==> config.mk <==
export PLATFORM = sky130hd
export DESIGN_NAME = npu_memctrl_xfer
export DESIGN_NICKNAME = d
export VERILOG_FILES = /design/src/rtl/npu_memctrl_xfer.sv
export SDC_FILE = /design/constraint.sdc
export NUM_CORES = 2
export LEC_CHECK = 0
export CAP_MARGIN = 40
export CORE_ASPECT_RATIO = 0.9
export CORE_MARGIN = 3
export CORE_UTILIZATION = 32
export DETAILED_ROUTE_END_ITERATION = 12
export PLACE_DENSITY_LB_ADDON = 0.05
export SLEW_MARGIN = 25
export SYNTH_ARGS = -nofsm -noshare
export SYNTH_HDL_FRONTEND = slang
export SYNTH_SLANG_ARGS = --single-unit
==> constraint.sdc <==
create_clock -name clk_trans -period 42.8 [get_ports clk_trans]
set_input_delay 6.42 -clock clk_trans [delete_from_list [all_inputs] [get_ports clk_trans]]
set_output_delay 6.42 -clock clk_trans [all_outputs]
set_load 0.01 [all_outputs]
Figure 1. Wiring heat map.
Scale bar: 100 um. 22 x 20 tiles, from dark purple (low) to yellow (high), scaled to the fullest tile. Values are wire area over tile area, all layers added.
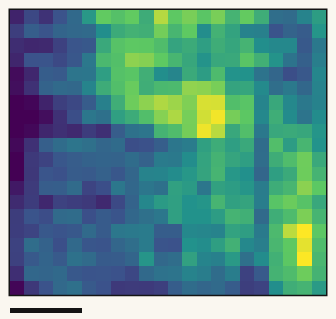
densest ninth of the die = top centre
tiles over half the peak = 41%
nearly empty tiles = 1.8%
mean over tiles = 0.27
fullest tile = 0.60
Total GRT Usage: 0.317
Avg WL per Cell: 28.7 um
final WL: 279000 um
detailed-route via count: 49100

Figure 2. Track usage over the die.
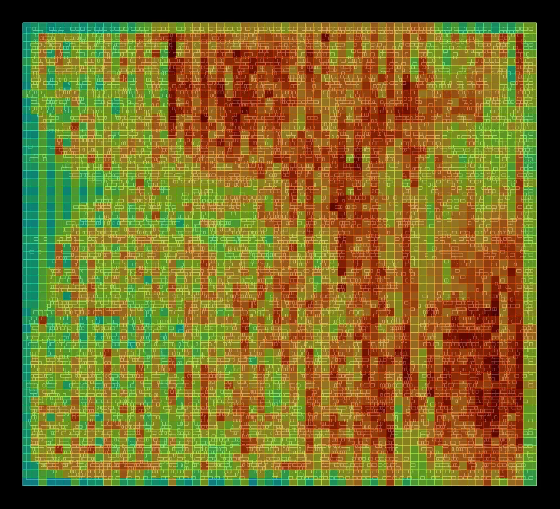
M1 GR Usage: 0.382
GR Util met2: 0.517
Most Crowded Layer GR: met2
routing usage on met3: 0.0752

==> changes_impl.md <==
### Metrics

- Post-cts sizing count: 0
- Fin crit share: 0.471
- Setup Skew: between 10 and 15 ps
- Worst Hold Class: reg -> reg
- H-tree levels: 3
- Root buffer cell: clkbuf_16
- First-pass GRT wire length: between 300000 and 400000 um
- Io pins: 931
- Pre-CTS setup slack: approximately 22000 ps
- Fmax: 0.0496 GHz
- Shortest period the worst path allows: just over 20000 ps
- Leading cell kind: logic gates
- Fp util: 0.323
- Commonest Layout Cell: inv_1
- Inverters: between 1000 and 1500
- Top cells excl fill/tap: 1302 x inv_1, 1025 x fa_1, 948 x nand2_1
- Gate Count Post-Synth: approximately 6600
- Mapped Area: around 54000 um2
- Mapped Nets: between 8000 and 9000
- Tapcells: 2232
- Die Y: around 400 um
- Worst-Margin Slew: around 1100 ps
- Flop count: just under 80
- Metal2 WL: between 100000 and 150000 um
- Vias/cell: 5.06
- Critical Path RT: around 43000 ps
- Clock sinks: approximately 78
- Worst-path maximum fanout: 16
- CP Capture Type: flip-flop
- Top area cell types: fa_1 38%, ha_1 12%, inv_1 9.1%, and2_1 8.9%, nand2_1 6.6%
- Status: complete, no violations
- Area fraction in mux cells: 0.00169
- Slowest cell delay on critical path: around 840 ps
- WP buf/inv: 10
- Late-Pin Clk Latency: between 300 and 400 ps
- Clock buffer count from CTS: 9
- WL met1: about 110000 um
- Global route overflow: 0
- Non-clk bufs: 1065
- TritonCTS clock tree: done
- Post-Route Setup TNS: 0 ps
